--- config.mk ---
export PLATFORM = sky130hd
export DESIGN_NAME = rx_path_ddr_writer
export DESIGN_NICKNAME = d
export VERILOG_FILES = /design/src/rtl/rx_path_ddr_writer.sv
export SDC_FILE = /design/constraint.sdc
export NUM_CORES = 1
export LEC_CHECK = 0
export CAP_MARGIN = 20
export CORE_MARGIN = 2
export CORE_UTILIZATION = 47
export CTS_CLUSTER_SIZE = 10
export DETAILED_ROUTE_END_ITERATION = 10
export HOLD_SLACK_MARGIN = 0.08
export PLACE_DENSITY = 0.79
export SKIP_LAST_GASP = 1
export SYNTH_ARGS = -nofsm -noshare
export SYNTH_HDL_FRONTEND = slang
export SYNTH_SLANG_ARGS = --single-unit
--- constraint.sdc ---
create_clock -name clk -period 9.3 [get_ports clk]
set_input_delay 1.86 -clock clk [delete_from_list [all_inputs] [get_ports clk]]
set_output_delay 1.86 -clock clk [all_outputs]
set_load 0.05 [all_outputs]
--- src/rtl/rx_path_ddr_writer.sv ---
// rx_path_ddr_writer: one S2MM command per write, 64->128 payload packing, DataMover status to done/error.
// Latency: input word to registered output beat in one cycle; command/status handshakes are registered off the FSM.
// Backpressure: payload tready drops only while the single output beat is held by a stalled DataMover; RX_WR_TIMEOUT_EN adds a status timeout.
module rx_path_ddr_writer #(
  parameter int IN_WIDTH       = 64,
  parameter int AXI_FRAME_SIZE = 128
`ifdef RX_WR_TIMEOUT_EN
  ,
  parameter int STS_TIMEOUT    = 4096
`endif
) (
  input  logic                        clk,
  input  logic                        rst_n,
  input  logic [31:0]                 cmd_dst_addr,
  input  logic [31:0]                 cmd_mem_length,
  input  logic                        cmd_valid,
  output logic                        cmd_ready,
  output logic                        transfer_done,
  output logic                        xfer_error,
  output logic                        busy,
  output logic [71:0]                 m_axis_s2mm_cmd_tdata,
  output logic                        m_axis_s2mm_cmd_tvalid,
  input  logic                        m_axis_s2mm_cmd_tready,
  input  logic [IN_WIDTH-1:0]         s_axis_tdata,
  input  logic                        s_axis_tvalid,
  output logic                        s_axis_tready,
  input  logic                        s_axis_tlast,
  output logic [AXI_FRAME_SIZE-1:0]   m_axis_s2mm_tdata,
  output logic [AXI_FRAME_SIZE/8-1:0] m_axis_s2mm_tkeep,
  output logic                        m_axis_s2mm_tvalid,
  input  logic                        m_axis_s2mm_tready,
  output logic                        m_axis_s2mm_tlast,
  input  logic [7:0]                  s_axis_s2mm_sts_tdata,
  input  logic                        s_axis_s2mm_sts_tvalid,
  output logic                        s_axis_s2mm_sts_tready
`ifdef RX_WR_TIMEOUT_EN
  ,
  output logic                        sts_timeout
`endif
);

  localparam int KEEP_W = AXI_FRAME_SIZE / 8;
  localparam logic [23:0] WORD_BYTES = 24'(IN_WIDTH / 8);
  localparam logic [KEEP_W-1:0] KEEP_FULL = {KEEP_W{1'b1}};
  localparam logic [KEEP_W-1:0] KEEP_HALF = {{(KEEP_W/2){1'b0}}, {(KEEP_W/2){1'b1}}};

  typedef enum logic [2:0] {IDLE, SEND_CMD, STREAM, WAIT_STS, DONE} state_t;

  state_t              state;
  state_t              state_nxt;
  logic [31:0]         addr_q;
  logic [22:0]         len_q;
  logic [22:0]         cnt_q;
  logic [23:0]         cnt_sum;
  logic [22:0]         cnt_nxt;
  logic                len_err_q;
  logic [IN_WIDTH-1:0] hold_q;
  logic                half_q;     // hold_q carries word 0 of the current beat
  logic                in_open_q;  // payload for this transfer is still expected
  logic                drop_q;     // length reached early, discarding until input tlast
  logic                last_sent_q;
  logic                in_acc;
  logic                out_fire;
  logic                sts_fire;
  logic                hit_len;
  logic                end_w;
  logic                tail_sent;
  logic                in_closed;
  logic                stream_exit;
  logic                tmo_hit;
  logic                done_err;
  logic                unused_bits;

  // Upper length bits and status detail bits carry no meaning for this block.
  assign unused_bits = ^{cmd_mem_length[31:23], s_axis_s2mm_sts_tdata[6:0]};

  assign m_axis_s2mm_cmd_tdata = {8'h00, addr_q, 1'b0, 1'b1, 6'h00, 1'b1, len_q};

  assign s_axis_tready = (state == STREAM) && in_open_q &&
                         (drop_q || !m_axis_s2mm_tvalid || m_axis_s2mm_tready);
  assign in_acc   = s_axis_tvalid && s_axis_tready;
  assign out_fire = m_axis_s2mm_tvalid && m_axis_s2mm_tready;
  assign sts_fire = s_axis_s2mm_sts_tvalid && s_axis_s2mm_sts_tready;

  // Byte counter saturates instead of wrapping.
  assign cnt_sum = {1'b0, cnt_q} + WORD_BYTES;
  assign cnt_nxt = cnt_sum[23] ? {23{1'b1}} : cnt_sum[22:0];
  assign hit_len = (cnt_nxt == len_q);
  assign end_w   = s_axis_tlast || hit_len;

  // STREAM ends once the tlast beat has gone out and no more payload belongs to this transfer.
  assign tail_sent   = last_sent_q || (out_fire && m_axis_s2mm_tlast);
  assign in_closed   = !in_open_q || (in_acc && drop_q && s_axis_tlast);
  assign stream_exit = tail_sent && in_closed;

  assign done_err = sts_fire ? (!s_axis_s2mm_sts_tdata[7] || len_err_q) : 1'b1;

`ifdef RX_WR_TIMEOUT_EN
  localparam int TMO_W = $clog2(STS_TIMEOUT + 1);
  logic [TMO_W-1:0] tmo_cnt_q;

  assign tmo_hit = (state == WAIT_STS) && (tmo_cnt_q == TMO_W'(STS_TIMEOUT - 1));

  // Status wait counter, restarted every time WAIT_STS is entered.
  always_ff @(posedge clk or negedge rst_n) begin
    if (!rst_n) begin
      tmo_cnt_q <= '0;
    end else if (state == WAIT_STS) begin
      tmo_cnt_q <= tmo_cnt_q + 1'b1;
    end else begin
      tmo_cnt_q <= '0;
    end
  end
`else
  assign tmo_hit = 1'b0;
`endif

  // Next-state decode.
  always_comb begin
    state_nxt = state;
    case (state)
      IDLE:     if (cmd_valid) state_nxt = SEND_CMD;
      SEND_CMD: if (m_axis_s2mm_cmd_tvalid && m_axis_s2mm_cmd_tready) state_nxt = STREAM;
      STREAM:   if (stream_exit) state_nxt = WAIT_STS;
      WAIT_STS: if (sts_fire || tmo_hit) state_nxt = DONE;
      DONE:     state_nxt = IDLE;
      default:  state_nxt = IDLE;
    endcase
  end

  // State register, command latch and registered control outputs.
  always_ff @(posedge clk or negedge rst_n) begin
    if (!rst_n) begin
      state                  <= IDLE;
      addr_q                 <= '0;
      len_q                  <= '0;
      cmd_ready              <= 1'b1;
      busy                   <= 1'b0;
      m_axis_s2mm_cmd_tvalid <= 1'b0;
      s_axis_s2mm_sts_tready <= 1'b0;
      transfer_done          <= 1'b0;
      xfer_error             <= 1'b0;
`ifdef RX_WR_TIMEOUT_EN
      sts_timeout            <= 1'b0;
`endif
    end else begin
      state                  <= state_nxt;
      cmd_ready              <= (state_nxt == IDLE);
      busy                   <= (state_nxt != IDLE);
      m_axis_s2mm_cmd_tvalid <= (state_nxt == SEND_CMD);
      s_axis_s2mm_sts_tready <= (state_nxt == WAIT_STS);
      transfer_done          <= (state_nxt == DONE);
      xfer_error             <= (state == WAIT_STS) && (state_nxt == DONE) && done_err;
`ifdef RX_WR_TIMEOUT_EN
      sts_timeout            <= (state == WAIT_STS) && (state_nxt == DONE) && !sts_fire;
`endif
      if (state == IDLE && cmd_valid) begin
        addr_q <= cmd_dst_addr;
        len_q  <= cmd_mem_length[22:0];
      end
    end
  end

  // Payload packing: word 0 waits in hold_q, word 1 or an end condition loads the output beat.
  always_ff @(posedge clk or negedge rst_n) begin
    if (!rst_n) begin
      cnt_q              <= '0;
      len_err_q          <= 1'b0;
      hold_q             <= '0;
      half_q             <= 1'b0;
      in_open_q          <= 1'b0;
      drop_q             <= 1'b0;
      last_sent_q        <= 1'b0;
      m_axis_s2mm_tvalid <= 1'b0;
      m_axis_s2mm_tdata  <= '0;
      m_axis_s2mm_tkeep  <= '0;
      m_axis_s2mm_tlast  <= 1'b0;
    end else begin
      if (state == IDLE && cmd_valid) begin
        cnt_q       <= '0;
        len_err_q   <= 1'b0;
        half_q      <= 1'b0;
        in_open_q   <= 1'b1;
        drop_q      <= 1'b0;
        last_sent_q <= 1'b0;
      end
      if (out_fire) begin
        m_axis_s2mm_tvalid <= 1'b0;
        if (m_axis_s2mm_tlast) last_sent_q <= 1'b1;
      end
      if (in_acc) begin
        if (drop_q) begin
          if (s_axis_tlast) begin
            drop_q    <= 1'b0;
            in_open_q <= 1'b0;
          end
        end else begin
          cnt_q <= cnt_nxt;
          if (s_axis_tlast && !hit_len) len_err_q <= 1'b1;
          if (hit_len && !s_axis_tlast) begin
            len_err_q <= 1'b1;
            drop_q    <= 1'b1;
          end else if (end_w) begin
            in_open_q <= 1'b0;
          end
          if (!half_q) begin
            if (end_w) begin
              m_axis_s2mm_tvalid <= 1'b1;
              m_axis_s2mm_tdata  <= {{IN_WIDTH{1'b0}}, s_axis_tdata};
              m_axis_s2mm_tkeep  <= KEEP_HALF;
              m_axis_s2mm_tlast  <= 1'b1;
            end else begin
              hold_q <= s_axis_tdata;
              half_q <= 1'b1;
            end
          end else begin
            m_axis_s2mm_tvalid <= 1'b1;
            m_axis_s2mm_tdata  <= {s_axis_tdata, hold_q};
            m_axis_s2mm_tkeep  <= KEEP_FULL;
            m_axis_s2mm_tlast  <= end_w;
            half_q             <= 1'b0;
          end
        end
      end
    end
  end

endmodule
**Run 1: M4 wires**

Bar = 50 microns. Supply wires on this layer in grey.
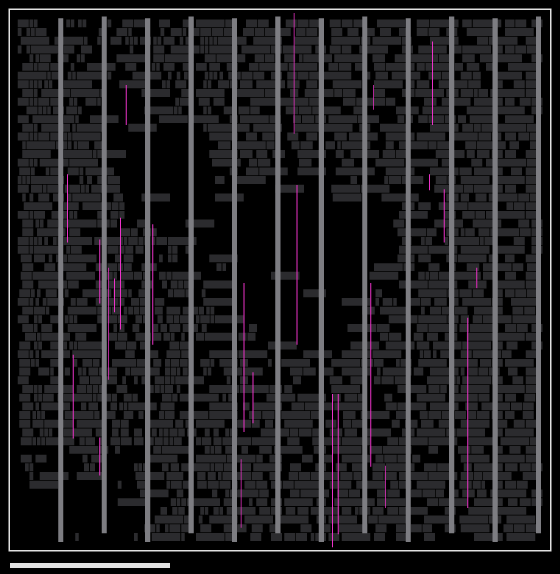
The layer holds 1.9% of the routed length. 16 nets have wire on it. The wires run mostly vertical.

**Run 1: placement density heat map**

17 x 17 tiles, from white (low) to dark blue (high), 0 to 100% covered.
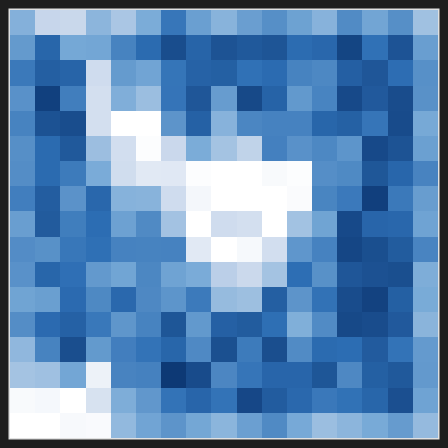
The mean over all tiles is 58%. The fullest tile reaches 97%. The emptiest ninth of the die: centre. 31% of the tiles are over 75% full.

**Run 1: placement by cell class**

Bar = 50 microns. Fill, decap, tap and diode cells in grey.
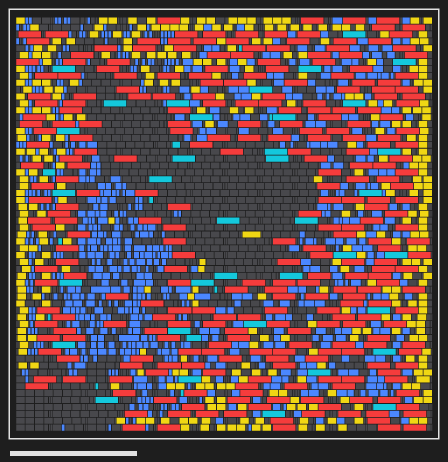
registers: shown in red, cells 288, share of their area 43%. remaining buffers and delay cells: shown in yellow, cells 347, share of their area 21%. remaining logic cells: shown in blue, cells 736, share of their area 30%. clock drivers and dummy loads: shown in cyan, cells 47, share of their area 5.8%.

==> run notes, run 1 <==
Synthesis and PnR results.

- The CTS tree is yes.
- The biggest fanout along the worst timing path is 3.
- By area the synthesized netlist is led by sky130_fd_sc_hd__dfrtp_1, sky130_fd_sc_hd__mux2_2, sky130_fd_sc_hd__nand2_1.
- The launching instance or port of the critical path reads m_axis_s2mm_tready.
- The top-level port count reads 369.
- The top routing layer in use reads met4.
- Per the CTS log, the maximum H-tree level is 2.
- The share of total power in combinational logic is 50.0%.
- Overall routing resource usage recorded by global route was 24.1%.
- The power share of the clock group reads 17.9%.
- The number of input and output port buffers inserted reads 335.
- The endpoint required time on the critical path is 7440 ps.
- The critical path in this run is classified as in -> out.
- The depth of the worst register-to-register path reads 9.
- The die height reads 169 microns.
- The total die size reads 0.0285 sq mm.
- The met1 demand-to-capacity share in global routing is 31.4%.
- The detailed router reported a total wirelength of 34700 microns.
- The startpoint of the lowest-slack hold path reads addr_q[29].
- The half-perimeter wire length after placement is 22200 microns.
- The setup-violating endpoint count in the final report reads 0.
- Per STA, the endpoint of the critical path is s_axis_tready.
- The remaining number of nets flagged by the antenna check after routing reads 0.
- The clock tree root driver cell reads sky130_fd_sc_hd__clkbuf_16.
- The total leakage power reads 0.00729 uW.
- The signed area change from the synthesized netlist to the final layout is 33.8%.
- The initial antenna violation count came to 0.
- The share of the clock period used by the worst path after layout is 63.0%.
- The register area share after synthesis reads 56.5%.
- The number of distinct library cell variants in the gate-level netlist after synthesis is 65.
- The routing layer with the top usage in global route is met2.
- The yosys warning tally is 0.
- The number of enable flip-flop cells reads 0.
- The max-slew violation count is 0.
- The netlist area before placement is 0.0128 sq mm.
- The script computed the net switching share of total power as 44.6%.
- The post-synthesis cell type with the largest instance count is sky130_fd_sc_hd__dfrtp_1.
- The power report lists the clock group at 1190 uW.
- The number of inserted diodes is 0.
- The met1 wire length reads 14300 microns.
- The hold-critical path endpoint is addr_q[29].
- The script computed a power per unit cell area of 389 mW/mm^2.
- On the final layout, the worst clock skew is 21.5 ps.
- The count of state elements after synthesis reads 288.
- The kind of end point of the critical path is a primary output.
- The remaining routing DRC violations is 0.
- Buffers added to address setup during post-CTS repair amount to 0.
- Yosys reports that the most numerous cell types are sky130_fd_sc_hd__dfrtp_1, sky130_fd_sc_hd__nand2_1, sky130_fd_sc_hd__mux2_2.
- The share of flip-flops with an asynchronous set or reset reads 100%.
- The biggest power consumer among the groups is combinational logic.
- Global routing consumed, on the met3 layer, 5.54% of the routing resources.
- The post-placement setup slack reads 3410 ps.
- The initialized floorplan defines 60 standard-cell rows.
- The worst setup path is launched from a primary input.
- The yosys stat chip area is 0.0128 sq mm.
- The clock period minus worst slack reads 5860 ps.
- The flow ran to the end, and the final reports show no timing, DRC or antenna violations.
- The first global-routing pass estimated 55800 microns of wire.
- The arrival time at the worst endpoint reads 4000 ps.
- After floorplanning, the core was sized to cover 0.0268 sq mm.
- The total negative slack is 0 ps.
- TritonCTS created 35 clock buffers.
- Setup repair after global routing left no endpoint under its margin.
- The number of global-route vias before repair was 10.3k.
-- run 1: cell type report --
class / count / area, sq um
Fill cell: 2064 / 9740
Sequential cell: 288 / 7210
Multi-Input combinational cell: 718 / 4930
Timing Repair Buffer: 347 / 3460
Clock buffer: 43 / 937
Tap cell: 341 / 427
Inverter: 18 / 67.6
Clock inverter: 4 / 35.0
-- run 1: cell families after synthesis --
| group | Yosys count | synth area share (%) |
|---|---|---|
| and+or+nand+nor | 384 | 15.1 |
| DFF | 288 | 56.5 |
| AOI/OAI and AO/OA | 229 | 15.2 |
| buffers and inverters | 142 | 5.66 |
| muxes | 70 | 6.13 |
| xor gates and xnor gates | 17 | 1.28 |
| other | 2 | 0.0589 |
| adders and majority gates | 1 | 0.0981 |
-- run 1: state kept, by name, summed over array words and instances (netlist names) --
register                count
cmd_ready                   1
s_axis_s2mm_sts_tready      1
m_axis_s2mm_tvalid          1
last_sent_q                 1
addr_q                     32
m_axis_s2mm_tkeep           2
len_err_q                   1
m_axis_s2mm_cmd_tvalid      1
hold_q                     64
len_q                      23
xfer_error                  1
m_axis_s2mm_tlast           1
state                       3
half_q                      1
busy                        1
cnt_q                      23
drop_q                      1
transfer_done               1
in_open_q                   1
m_axis_s2mm_tdata         128
-- run 1: metrics by stage --
stage	hold WS (ps)	instances	util (%)
detailed placement	461	1712	60.0
global route	495	1759	63.7
finish	471	1759	63.7
global placement	458	1712	60.0
CTS	476	1759	63.7
floorplan	462	1148	-
-- run 1: critical path, stage by stage --
cell,delay (ps)
sky130_fd_sc_hd__clkdlybuf4s50_1,500
sky130_fd_sc_hd__nand2b_1,150
sky130_fd_sc_hd__nor2_1,50
sky130_fd_sc_hd__nor4b_1,510
sky130_fd_sc_hd__clkdlybuf4s50_1,930
--- run 2 (diff from run 1) ---
- clock period: 9.3 -> 5.45 ns (I/O delays scaled with it)
==> run notes, run 2 <==
Synthesis and PnR results.

- The number of input and output port buffers inserted is 335 (unchanged).
- The clock tree has to reach 288 sinks.
- The clock latency at the later pin of the worst-skew pair is 510 ps.
- The remaining number of nets flagged by the antenna check after routing is 0 (unchanged).
- The met1 wire length reads 14000 microns (-2.0%).
- The total number of warnings across the stage logs is 46.
- The setup clock skew after layout was 20.9 ps (-0.609 ps).
- The placed instance count reads 1721 (+0.53%).
- The routed design uses 3020 microns of met3 wire.
- The total count of hold-check failures in the final report reads 0.
- The remaining routing DRC violations reads 0 (unchanged).
- The count of state elements after synthesis is 288 (unchanged).
- The biggest fanout along the worst timing path is 66 (+63).
- The worst min-delay path category reads reg -> reg.
- The critical path is of the reg -> reg type.
- The top cell type by area accounts for 56.3% of the synthesized area.
- The dominant synthesized flop cell reads sky130_fd_sc_hd__dfrtp_1.
- Once layout is done, the placed cells without fillers occupy 0.0172 sq mm.
- The post-placement setup slack is 1170 ps (-2240 ps).
- The footprint of the flip-flops and latches is 0.00721 sq mm (unchanged).
- The transition time at the pin with the least slew margin reads 815 ps.
- The standard-cell row count is 60 (unchanged).
- Routed signal wires occupy layers up through met4.
- The area of combinational cells with multiple inputs reads 0.00493 sq mm (unchanged).
- The first-pass GRT wire length is 56400 microns (+1.2%).
- The worst-case setup margin in the final layout is 1160 ps.
- Counting I/O delays and the setup requirement, the final critical path takes 4290 ps.
- The netlist area before placement reads 0.0128 sq mm (unchanged).
- The max-slew violation count is 0 (unchanged).
- The TritonCTS buffer count is 35 (unchanged).
- The setup-violating endpoint count in the final report is 0 (unchanged).
- The maximum single-stage delay on the critical path is 660 ps (-270 ps).
- Averaged over all synthesized cells, the footprint is 11.3 sq um.
- The cell type with the largest total area reads sky130_fd_sc_hd__dfrtp_1.
- The register with the most flip-flops is m_axis_s2mm_tdata.
- The number of DRC markers after the initial detailed-route iteration reads 847.
- The detailed-route wire length per cell reads 20.1 microns.
- The report counts max-capacitance violations totalling 0.
- By count the netlist is led by sky130_fd_sc_hd__dfrtp_1, sky130_fd_sc_hd__nand2_1, sky130_fd_sc_hd__mux2_2.
- The total power density per cell area reads 662 mW/mm^2 (+70%).
- The leading cell type in the layout, fill and taps excluded is sky130_fd_sc_hd__clkdlybuf4s50_1.
- The half-perimeter wire length after placement reads 23300 microns (+5.0%).
- The nature of the critical path startpoint is a flop.
- The worst reg-to-reg setup slack is 1160 ps.
- The worst supply voltage drop on vdd reads 0.421 mV.
- Entering global routing, the biggest net connects 107 pins.
- Leaving out fill and tap cells, the most frequent cells in the layout are sky130_fd_sc_hd__clkdlybuf4s50_1, sky130_fd_sc_hd__dfrtp_1, sky130_fd_sc_hd__nand2_1.
- The overall routed net length was 35500 microns (+2.4%).
- The arrival time at the worst endpoint is 4680 ps (+680 ps).
- After technology mapping, the gate count stands at 1133.
- The flip-flop count of the largest register, all copies and words added is 128 (unchanged).
- The overall power after layout reads 11400 uW.
- The total die size was 0.0285 sq mm (unchanged).
- The run finished with clean final reports.
- The post-layout utilization of the core is 64.1% (+0.38 points).
- The share of flip-flops with an asynchronous set or reset came to 100% (unchanged).
- The cell type of the slowest stage on the worst timing path is sky130_fd_sc_hd__nor4_1.
- The die height is 169 microns (unchanged).
- The yosys cell count is 1133.
- STA classifies the critical path endpoint as a flop.
- The yosys warning tally is 0 (unchanged).
- The clock tree root driver cell reads sky130_fd_sc_hd__clkbuf_16.
- The largest registers in the layout are m_axis_s2mm_tdata: 128 flops, hold_q: 64 flops, addr_q: 32 flops.
- The hold-fix buffer count after cts is 0.
- The initial antenna violation count reads 1 (+1).
- The buffer count from post-CTS setup fixing was 0 (unchanged).
- The total leakage power is 0.00735 uW (+0.77%).
- The total negative slack is 0 ps (unchanged).
- The minimum hold slack is 474 ps (+2.71 ps).
- The cell area after placement reads 0.0162 sq mm.
- From synthesis to final layout, the design area changed by 34.6%.
- The number of filler cells placed in the layout came to 2070 (+0.29%).
- The number of enable flip-flop cells is 0 (unchanged).
- In this run the critical path is formed by ha_1, nand3_1, nor4_1, xnor2_1, o21ai_0, nor3_1, nor4b_1, a31oi_4, buf_4, or4_1, o221a_2.
- The clock-pin transition on the worst setup and hold timing paths reads 50 ps.
- The depth of the CTS H-tree reads 2 (unchanged).
- According to the finish report, the design has a final net count of 1562.
- Per the detail_route report, vias per standard cell equal 5.90.
- The top-level port count reads 369 (unchanged).
- The number of global-route vias before repair came to 10.5k (+1.7%).
- The number of distinct library cell variants in the gate-level netlist after synthesis came to 65 (unchanged).
- Setup repair after global routing left no endpoint under its margin.
- The post-synthesis cell type with the largest instance count reads sky130_fd_sc_hd__dfrtp_1.
- The endpoint required time on the critical path is 5840 ps (-1600 ps).
- The yosys stat chip area is 0.0128 sq mm (unchanged).
- The first-pass iteration count of the detailed router reads 5.
- The total via count after detailed routing is 10.4k.
- The worst-case max-slew headroom was logged as 45.7%.
- The wire length on met2 is 17400 microns.
- The width of the die is 169 microns.
- TritonCTS built the clock tree.
- The initial core utilization is 47.6%.
- Summed over all layers, the global routing overflow is 0.
- The worst-case clock buffer depth reads 3.
- The flow reports an fmax of 233 MHz.
- By area the synthesized netlist is led by sky130_fd_sc_hd__dfrtp_1, sky130_fd_sc_hd__mux2_2, sky130_fd_sc_hd__nand2_1.
- The standard cell core area reads 0.0268 sq mm (unchanged).
- The post-route netlist has 14.1% of its cells at a drive strength greater than 1.
- The final weighted congestion in routability-driven placement reads 0.884.
- Of the available clock period, the critical path in the final layout requires 78.7%.
- The register area share after synthesis reads 56.5% (unchanged).
- After clock tree synthesis, the repair step resized 0 gates.
- The non-filler instance count after layout came to 1769 (+0.57%).
-- run 2: critical path: cells and delay by family (launching register included) --
kind / cells / cell delay, ps
and+or+nand+nor: 5 / 2410
DFF: 1 / 480
AOI/OAI and AO/OA: 3 / 400
buffers and inverters: 1 / 350
adders and majority gates: 1 / 320
xor gates and xnor gates: 1 / 220
-- run 2: final timing paths --
| path | from | endpoint | cells past startpoint |
|---|---|---|---|
| worst max register to register | cnt_q[3] | m_axis_s2mm_tdata[2] | 11 |
| worst min-delay path | addr_q[14] | addr_q[14] | 2 |
| max in group asynchronous | rst_n | cmd_ready | 2 |
| worst min register to register | addr_q[14] | addr_q[14] | 2 |
| min in group asynchronous | rst_n | m_axis_s2mm_tdata[18] | 1 |
| worst max-delay path | cnt_q[3] | m_axis_s2mm_tdata[2] | 11 |
-- run 2: cell families (layout without fill, tap and decap cells) --
group | after synthesis | after routing | synth area share [%]
AND-OR/OR-AND | 229 | 229 | 15.2
XOR/XNOR | 17 | 17 | 1.28
adder cells (fa/ha/maj) | 1 | 1 | 0.0981
buffers and inverters | 142 | 421 | 5.66
flip-flops | 288 | 288 | 56.5
multiplexers | 70 | 70 | 6.13
other | 2 | 18 | 0.0589
AND/OR/NAND/NOR | 384 | 384 | 15.1
-- run 2: where the power goes --
group | switching [uW] | internal [uW]
Sequential | 615 | 3030
Clock | 840 | 1190
Combinational | 3630 | 2060
Total | 5080 | 6280
-- run 2: layout make-up --
type / instances / share of cell area, %
diodes: 1 / 0.0146
clock buffers: 44 / 5.42
clock inverters: 3 / 0.219
inverters: 18 / 0.394
multi-input cells: 718 / 28.7
flip-flops and latches: 288 / 42.0
well taps: 341 / 2.49
repair buffers: 356 / 20.8
**Run 2: routing congestion**

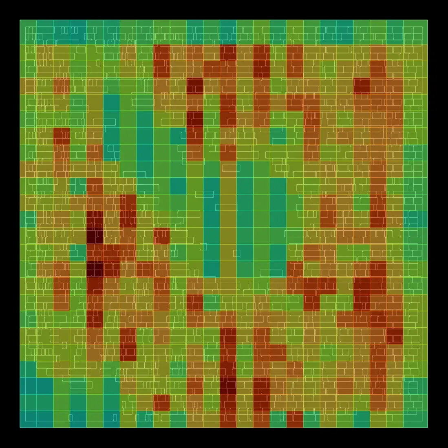
global-route total usage across every layer: 24.5%
layer with the highest usage after global routing: met2
met2 global-route usage: 40.9%
met3 routing resource usage after global routing: 5.78%
met1 track demand over resource in global routing: 31.3%

**Run 2: placement density heat map**

17 x 17 tiles, from white (low) to dark blue (high), 0 to 100% covered.
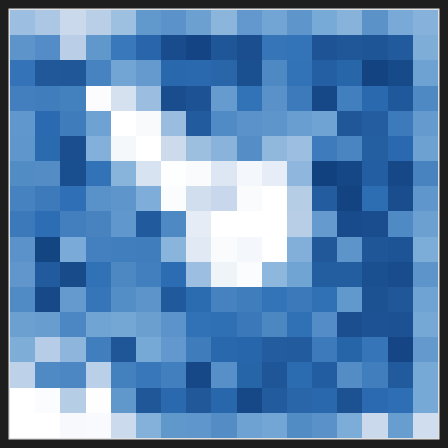
30% of the tiles are over 75% full. The fullest tile reaches 93%. The emptiest ninth of the die: centre. 5.5% of the tiles are nearly empty.

No activity file was given, so power comes from the tool's default toggle rates.
